## src/rtl/thd_harm_scan_pkg.sv

```systemverilog
// thd_pkg: shared types and sizing helpers for the THD harmonic scanner.
//   - thd_state_e      : scanner FSM states
//   - THD_* constants  : default geometry (RAM address/data widths, N/2,
//                        power and accumulator widths)
//   - thd_pwr_width()  : width of a squared magnitude
//   - thd_acc_width()  : width of the harmonic power accumulator
package thd_pkg;

    typedef enum logic [2:0] {
        ST_IDLE  = 3'd0,
        ST_FSCAN = 3'd1,
        ST_FSQ   = 3'd2,
        ST_HSET  = 3'd3,
        ST_HSCAN = 3'd4,
        ST_HACC  = 3'd5,
        ST_DONE  = 3'd6
    } thd_state_e;

    localparam int THD_ADDR_WIDTH = 11;
    localparam int THD_DATA_WIDTH = 32;
    localparam int THD_HALF_N     = 32'sd1 << (THD_ADDR_WIDTH - 1);
    localparam int THD_PWR_WIDTH  = 2 * THD_DATA_WIDTH;
    localparam int THD_ACC_WIDTH  = THD_PWR_WIDTH + 4;

    // Squared magnitude width.
    function automatic int thd_pwr_width(input int data_width);
        return 2 * data_width;
    endfunction

    // Harmonic sum width: four guard bits hold up to nine full-scale squares.
    function automatic int thd_acc_width(input int data_width);
        return 2 * data_width + 4;
    endfunction

endpackage

```

## src/rtl/thd_harm_scan_if.sv

```systemverilog
// thd_harm_scan_if: request/result and RAM read-port signals of the scanner.
//   start    : one-cycle scan request
//   busy     : scan in progress
//   done     : one-cycle completion pulse, results valid from this cycle
//   rd_addr  : spectrum RAM read address
//   rd_data  : RAM data for the address issued one cycle earlier
//   fund_bin : fundamental bin index
//   fund_pwr : fundamental magnitude squared
//   harm_pwr : sum of squared harmonic peaks
//   harm_cnt : number of harmonics summed
// Modports: master = requester + RAM model side, slave = scanner side.
interface thd_harm_scan_if
    import thd_pkg::*;
#(
    parameter int ADDR_WIDTH = THD_ADDR_WIDTH,
    parameter int DATA_WIDTH = THD_DATA_WIDTH
) ();

    logic                                    start;
    logic                                    busy;
    logic                                    done;
    logic [ADDR_WIDTH-1:0]                   rd_addr;
    logic [DATA_WIDTH-1:0]                   rd_data;
    logic [ADDR_WIDTH-1:0]                   fund_bin;
    logic [thd_pwr_width(DATA_WIDTH)-1:0]    fund_pwr;
    logic [thd_acc_width(DATA_WIDTH)-1:0]    harm_pwr;
    logic [3:0]                              harm_cnt;

    modport master (
        output start, rd_data,
        input  busy, done, rd_addr, fund_bin, fund_pwr, harm_pwr, harm_cnt
    );

    modport slave (
        input  start, rd_data,
        output busy, done, rd_addr, fund_bin, fund_pwr, harm_pwr, harm_cnt
    );

endinterface

```

## src/rtl/thd_harm_scan_sq.sv

```systemverilog
// thd_sq: unsigned DATA_WIDTH x DATA_WIDTH square with one register stage.
//   clk, rst : clock, asynchronous active-high reset
//   en       : load a*a into the output register (holds otherwise)
//   a        : operand
//   y        : registered square
module thd_sq #(
    parameter int DATA_WIDTH = 32
) (
    input  logic                      clk,
    input  logic                      rst,
    input  logic                      en,
    input  logic [DATA_WIDTH-1:0]     a,
    output logic [2*DATA_WIDTH-1:0]   y
);

    logic [2*DATA_WIDTH-1:0] a_ext_s;
    logic [2*DATA_WIDTH-1:0] sq_r;

    // Zero-extend so the product keeps its full double width.
    always_comb begin
        a_ext_s = {{DATA_WIDTH{1'b0}}, a};
    end

    // Square register, loaded only when a result is wanted.
    always_ff @(posedge clk or posedge rst) begin
        if (rst) begin
            sq_r <= {(2*DATA_WIDTH){1'b0}};
        end else if (en) begin
            sq_r <= a_ext_s * a_ext_s;
        end else begin
            sq_r <= sq_r;
        end
    end

    assign y = sq_r;

endmodule

```

## src/rtl/thd_harm_scan.sv

```systemverilog
// thd_harm_scan: sweeps the stored magnitude spectrum to find the fundamental,
// then scans a +/-WIN window around each harmonic k*f0 (k = 2..MAX_HARM,
// centres below N/2) and sums the squared window peaks.
//   rd_clk : sole clock (RAM read clock)
//   rd_rst : asynchronous active-high reset
//   bus    : request/result + RAM read port (thd_harm_scan_if.slave)
module thd_harm_scan
    import thd_pkg::*;
#(
    parameter int ADDR_WIDTH = THD_ADDR_WIDTH,
    parameter int DATA_WIDTH = THD_DATA_WIDTH,
    parameter int SEARCH_LO  = 2,
    parameter int MAX_HARM   = 10,
    parameter int WIN        = 1
) (
    input  logic             rd_clk,
    input  logic             rd_rst,
    thd_harm_scan_if.slave   bus
);

    localparam int CW    = ADDR_WIDTH + 1;   // centre width: c + WIN can pass N/2-1
    localparam int PW    = thd_pwr_width(DATA_WIDTH);
    localparam int ACC_W = thd_acc_width(DATA_WIDTH);

    localparam logic [CW-1:0]         HALF_N_C    = {2'b01, {(ADDR_WIDTH-1){1'b0}}};
    localparam logic [ADDR_WIDTH-1:0] LAST_BIN_C  = {1'b0, {(ADDR_WIDTH-1){1'b1}}};
    localparam logic [ADDR_WIDTH-1:0] SEARCH_LO_C = ADDR_WIDTH'(SEARCH_LO);
    localparam logic [ADDR_WIDTH-1:0] ADDR_ONE_C  = ADDR_WIDTH'(1);
    localparam logic [CW-1:0]         WIN_C       = CW'(WIN);
    localparam logic [3:0]            MAX_HARM_C  = 4'(MAX_HARM);

    thd_state_e              state_r;
    thd_state_e              next_s;

    logic [ADDR_WIDTH-1:0]   addr_r;
    logic [ADDR_WIDTH-1:0]   end_r;
    logic [ADDR_WIDTH-1:0]   pend_addr_r;
    logic                    pend_r;
    logic                    drain_r;
    logic [DATA_WIDTH-1:0]   max_r;
    logic [ADDR_WIDTH-1:0]   max_idx_r;
    logic [ADDR_WIDTH-1:0]   f0_r;
    logic [CW-1:0]           c_r;
    logic [3:0]              k_r;
    logic [PW-1:0]           fund_pwr_r;
    logic [ACC_W-1:0]        acc_r;
    logic [3:0]              cnt_r;
    logic                    busy_r;
    logic                    done_r;
    logic [ADDR_WIDTH-1:0]   fund_bin_out_r;
    logic [PW-1:0]           fund_pwr_out_r;
    logic [ACC_W-1:0]        harm_pwr_out_r;
    logic [3:0]              harm_cnt_out_r;

    logic                    upd_s;
    logic [DATA_WIDTH-1:0]   max_next_s;
    logic [ADDR_WIDTH-1:0]   idx_next_s;
    logic [CW-1:0]           c_hi_s;
    logic [ADDR_WIDTH-1:0]   win_lo_s;
    logic [ADDR_WIDTH-1:0]   win_hi_s;
    logic                    stop_s;
    logic                    sq_en_s;
    logic [PW-1:0]           sq_s;

    // Peak tracking on returning data, harmonic window bounds and stop test.
    always_comb begin
        upd_s      = 1'b0;
        max_next_s = max_r;
        idx_next_s = max_idx_r;
        // Strict greater-than keeps the lowest index on ties.
        if (pend_r && (bus.rd_data > max_r)) begin
            upd_s = 1'b1;
        end else begin
            upd_s = 1'b0;
        end
        if (upd_s) begin
            max_next_s = bus.rd_data;
            idx_next_s = pend_addr_r;
        end else begin
            max_next_s = max_r;
            idx_next_s = max_idx_r;
        end
        c_hi_s   = c_r + WIN_C;
        win_lo_s = ADDR_WIDTH'(c_r - WIN_C);
        if (c_hi_s > {1'b0, LAST_BIN_C}) begin
            win_hi_s = LAST_BIN_C;
        end else begin
            win_hi_s = c_hi_s[ADDR_WIDTH-1:0];
        end
        stop_s = (c_r >= HALF_N_C) || (k_r > MAX_HARM_C);
    end

    // FSM state register.
    always_ff @(posedge rd_clk or posedge rd_rst) begin
        if (rd_rst) begin
            state_r <= ST_IDLE;
        end else begin
            state_r <= next_s;
        end
    end

    // Next state; the squarer is loaded on the drain cycle of each sweep so the
    // square of the final maximum is ready in the following state.
    always_comb begin
        next_s  = state_r;
        sq_en_s = 1'b0;
        case (state_r)
            ST_IDLE: begin
                if (bus.start) begin
                    next_s = ST_FSCAN;
                end else begin
                    next_s = ST_IDLE;
                end
            end
            ST_FSCAN: begin
                if (drain_r) begin
                    next_s  = ST_FSQ;
                    sq_en_s = 1'b1;
                end else begin
                    next_s  = ST_FSCAN;
                end
            end
            ST_FSQ: begin
                next_s = ST_HSET;
            end
            ST_HSET: begin
                if (stop_s) begin
                    next_s = ST_DONE;
                end else begin
                    next_s = ST_HSCAN;
                end
            end
            ST_HSCAN: begin
                if (drain_r) begin
                    next_s  = ST_HACC;
                    sq_en_s = 1'b1;
                end else begin
                    next_s  = ST_HSCAN;
                end
            end
            ST_HACC: begin
                next_s = ST_HSET;
            end
            ST_DONE: begin
                next_s = ST_IDLE;
            end
            default: begin
                next_s = ST_IDLE;
            end
        endcase
    end

    // Datapath: address counter, peak tracker, harmonic accumulator, outputs.
    always_ff @(posedge rd_clk or posedge rd_rst) begin
        if (rd_rst) begin
            addr_r         <= {ADDR_WIDTH{1'b0}};
            end_r          <= {ADDR_WIDTH{1'b0}};
            pend_addr_r    <= {ADDR_WIDTH{1'b0}};
            pend_r         <= 1'b0;
            drain_r        <= 1'b0;
            max_r          <= {DATA_WIDTH{1'b0}};
            max_idx_r      <= {ADDR_WIDTH{1'b0}};
            f0_r           <= {ADDR_WIDTH{1'b0}};
            c_r            <= {CW{1'b0}};
            k_r            <= 4'd0;
            fund_pwr_r     <= {PW{1'b0}};
            acc_r          <= {ACC_W{1'b0}};
            cnt_r          <= 4'd0;
            busy_r         <= 1'b0;
            done_r         <= 1'b0;
            fund_bin_out_r <= {ADDR_WIDTH{1'b0}};
            fund_pwr_out_r <= {PW{1'b0}};
            harm_pwr_out_r <= {ACC_W{1'b0}};
            harm_cnt_out_r <= 4'd0;
        end else begin
            done_r <= 1'b0;
            case (state_r)
                ST_IDLE: begin
                    if (bus.start) begin
                        busy_r    <= 1'b1;
                        addr_r    <= SEARCH_LO_C;
                        end_r     <= LAST_BIN_C;
                        max_r     <= {DATA_WIDTH{1'b0}};
                        max_idx_r <= SEARCH_LO_C;
                        pend_r    <= 1'b0;
                        drain_r   <= 1'b0;
                        acc_r     <= {ACC_W{1'b0}};
                        cnt_r     <= 4'd0;
                    end
                end
                ST_FSCAN, ST_HSCAN: begin
                    max_r     <= max_next_s;
                    max_idx_r <= idx_next_s;
                    if (drain_r) begin
                        // Last datum consumed above; rd_addr stays on the final bin.
                        pend_r  <= 1'b0;
                        drain_r <= 1'b0;
                    end else begin
                        pend_r      <= 1'b1;
                        pend_addr_r <= addr_r;
                        if (addr_r == end_r) begin
                            drain_r <= 1'b1;
                        end else begin
                            addr_r <= addr_r + ADDR_ONE_C;
                        end
                    end
                end
                ST_FSQ: begin
                    f0_r       <= max_idx_r;
                    fund_pwr_r <= sq_s;
                    c_r        <= {1'b0, max_idx_r} + {1'b0, max_idx_r};
                    k_r        <= 4'd2;
                end
                ST_HSET: begin
                    if (!stop_s) begin
                        addr_r  <= win_lo_s;
                        end_r   <= win_hi_s;
                        max_r   <= {DATA_WIDTH{1'b0}};
                        pend_r  <= 1'b0;
                        drain_r <= 1'b0;
                    end
                end
                ST_HACC: begin
                    acc_r <= acc_r + ACC_W'(sq_s);
                    cnt_r <= cnt_r + 4'd1;
                    k_r   <= k_r + 4'd1;
                    c_r   <= c_r + {1'b0, f0_r};
                end
                ST_DONE: begin
                    fund_bin_out_r <= f0_r;
                    fund_pwr_out_r <= fund_pwr_r;
                    harm_pwr_out_r <= acc_r;
                    harm_cnt_out_r <= cnt_r;
                    done_r         <= 1'b1;
                    busy_r         <= 1'b0;
                end
                default: begin
                end
            endcase
        end
    end

    thd_sq #(
        .DATA_WIDTH (DATA_WIDTH)
    ) u_sq (
        .clk (rd_clk),
        .rst (rd_rst),
        .en  (sq_en_s),
        .a   (max_next_s),
        .y   (sq_s)
    );

    assign bus.busy     = busy_r;
    assign bus.done     = done_r;
    assign bus.rd_addr  = addr_r;
    assign bus.fund_bin = fund_bin_out_r;
    assign bus.fund_pwr = fund_pwr_out_r;
    assign bus.harm_pwr = harm_pwr_out_r;
    assign bus.harm_cnt = harm_cnt_out_r;

endmodule
```

## src/flat_wrapper.sv

```systemverilog
// flat-port wrapper written by rule: the top's interface ports become plain ports
module thd_harm_scan_flat import thd_pkg::*;
#(
    parameter int ADDR_WIDTH = THD_ADDR_WIDTH,
    parameter int DATA_WIDTH = THD_DATA_WIDTH,
    parameter int SEARCH_LO  = 2,
    parameter int MAX_HARM   = 10,
    parameter int WIN        = 1
)
  (rd_clk, rd_rst, bus_start, bus_rd_data, bus_busy, bus_done, bus_rd_addr, bus_fund_bin, bus_fund_pwr, bus_harm_pwr, bus_harm_cnt);
  thd_harm_scan_if #(.ADDR_WIDTH(ADDR_WIDTH), .DATA_WIDTH(DATA_WIDTH)) bus_i ();
  input  logic rd_clk;
  input  logic rd_rst;
  input wire logic [$bits(bus_i.start)-1:0] bus_start;
  input wire logic [$bits(bus_i.rd_data)-1:0] bus_rd_data;
  output wire logic [$bits(bus_i.busy)-1:0] bus_busy;
  output wire logic [$bits(bus_i.done)-1:0] bus_done;
  output wire logic [$bits(bus_i.rd_addr)-1:0] bus_rd_addr;
  output wire logic [$bits(bus_i.fund_bin)-1:0] bus_fund_bin;
  output wire logic [$bits(bus_i.fund_pwr)-1:0] bus_fund_pwr;
  output wire logic [$bits(bus_i.harm_pwr)-1:0] bus_harm_pwr;
  output wire logic [$bits(bus_i.harm_cnt)-1:0] bus_harm_cnt;
  assign bus_i.start = bus_start;
  assign bus_i.rd_data = bus_rd_data;
  assign bus_busy = bus_i.busy;
  assign bus_done = bus_i.done;
  assign bus_rd_addr = bus_i.rd_addr;
  assign bus_fund_bin = bus_i.fund_bin;
  assign bus_fund_pwr = bus_i.fund_pwr;
  assign bus_harm_pwr = bus_i.harm_pwr;
  assign bus_harm_cnt = bus_i.harm_cnt;
  thd_harm_scan #(.ADDR_WIDTH(ADDR_WIDTH), .DATA_WIDTH(DATA_WIDTH), .SEARCH_LO(SEARCH_LO), .MAX_HARM(MAX_HARM), .WIN(WIN)) u_core (.rd_clk(rd_clk), .rd_rst(rd_rst), .bus(bus_i));
endmodule
```

## config.mk

```make
export PLATFORM = sky130hd
export DESIGN_NAME = thd_harm_scan_flat
export DESIGN_NICKNAME = d
export VERILOG_FILES = /design/src/rtl/thd_harm_scan_pkg.sv /design/src/rtl/thd_harm_scan_if.sv /design/src/rtl/thd_harm_scan_sq.sv /design/src/rtl/thd_harm_scan.sv /design/src/flat_wrapper.sv
export SDC_FILE = /design/constraint.sdc
export NUM_CORES = 2
export LEC_CHECK = 0
export CORE_MARGIN = 2
export CORE_UTILIZATION = 35
export CTS_CLUSTER_SIZE = 30
export DETAILED_ROUTE_END_ITERATION = 8
export DONT_BUFFER_PORTS = 1
export SETUP_SLACK_MARGIN = 0.02
export SYNTH_ARGS = -nofsm -noshare
export SYNTH_HDL_FRONTEND = slang
export SYNTH_SLANG_ARGS = --single-unit
```

## constraint.sdc

```tcl
create_clock -name rd_clk -period 53.9 [get_ports rd_clk]
set_input_delay 16.17 -clock rd_clk [delete_from_list [all_inputs] [get_ports rd_clk]]
set_output_delay 16.17 -clock rd_clk [all_outputs]
set_load 0.05 [all_outputs]
```

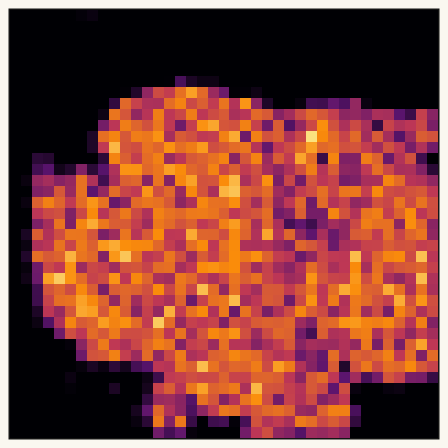
Figure 1: cell density map.
39 x 39 tiles, from black (low) to pale yellow (high), 0 to 100% covered.
densest ninth of the die: center
nearly empty tiles: 33%
emptiest ninth of the die: upper left
mean over tiles: 35%
fullest tile: 94%
tiles over 75% full: 4.8%

==> GITHUB_STEP_SUMMARY <==
## Synthesis and layout report

| Metric | Value |
|---|---|
| Fraction of met3 tracks used by global routing | `between 6 and 7%` |
| Status | `finished clean` |
| Hold Worst Slack | `469 ps` |
| Number of cells on the worst hold path | `2` |
| Final routed wire length divided by cell count | `20.2 µm` |
| Chip area line of the yosys report | `51200 µm²` |
| Total number of cells along the worst setup path | `37` |
| Post-synthesis cell count from yosys | `between 5000 and 6000` |
| Met1 track demand over resource in global routing | `between 20% and 30%` |
| Weighted congestion at the end of routability-driven global placement | `0.922` |
| Worst slew margin relative to its limit | `15.3%` |
| Port buffer count | `0` |
| Final min period | `27330 ps` |
| Detail Route met2 WL | `66.2 mm` |
| Most common cell after layout, fill and taps aside | `sky130_fd_sc_hd__nand2_1` |
| Unrepaired setup endpoints after global routing | `false` |
| Multiplexer fraction of the synthesized cell area | `0.803%` |
| Count of library flops with an enable pin | `0` |
| Post-place instance area | `53100 µm²` |
| Reg2reg end | `u_core.u_sq.y[48]$_DFFE_PP0P_` |
| Core Util at FP | `35.2%` |
| Kind of launch point of the worst setup path | `primary input` |
| Hold wc startpoint | `u_core.fund_pwr_r[44]$_DFFE_PP0N_` |
| Synthesis-to-layout area growth | `7.25%` |
| Cts-stage hold buffer count | `0` |
| Dominant register cell | `sky130_fd_sc_hd__dfrtp_1` |
| First-pass GRT wire length | `238 mm` |
| Count of cells along the worst register-to-register path | `38` |
| Final cell count without fillers | `7565` |
| Area of the mapped netlist | `51200 µm²` |
| Hold endpoint | `u_core.bus.fund_pwr[44]$_DFFE_PP0P_` |
| Pin count of the biggest net entering global routing | `152` |
| Sequential element share of the synthesized area | `between 20 and 25%` |
| Ao+oa area frac | `under 10%` |
| GR Util met2 | `~31%` |
| Die Outline Area | `149000 µm²` |
| Clock tree from TritonCTS | `done` |
| Cell with the most instances on the worst path | `sky130_fd_sc_hd__fa_1` |
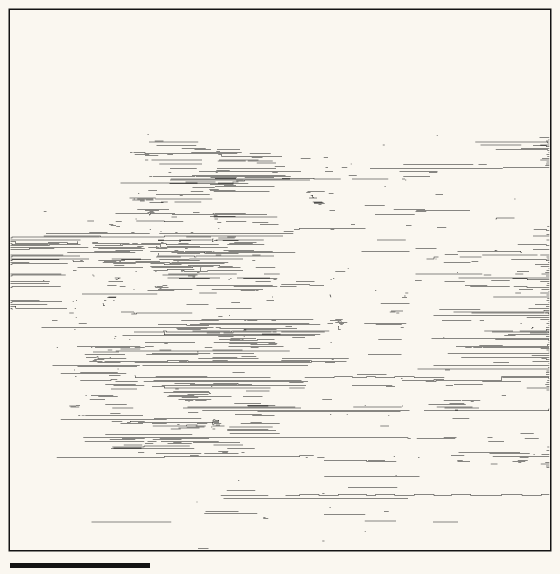
Figure 2: M3 wires.
Scale bar: 100 µm.
nets with wire on the layer: 449
share of all routed wire: 10%
longest straight run: 232 µm

layout make-up:
| type | instances | area, µm² |
|---|---|---|
| multi-input combinational | 3971 | 35000 |
| inverter | 1076 | 4050 |
| clock inverter | 24 | 320 |
| sequential | 454 | 11400 |
| tap | 1917 | 2400 |
| timing repair buffer | 49 | 380 |
| antenna | 2 | 5.00 |
| clock buffer | 72 | 1480 |
| fill | 14767 | 90600 |
worst register-to-register path, delay by kind of cell (launching register included):
| family | cells | cell delay [ps] |
|---|---|---|
| buf+inv | 7 | 1530 |
| fa+ha+maj | 10 | 4480 |
| xor+xnor | 1 | 130 |
| simple gates | 9 | 2440 |
| compound gates | 11 | 3290 |
| flops | 1 | 410 |
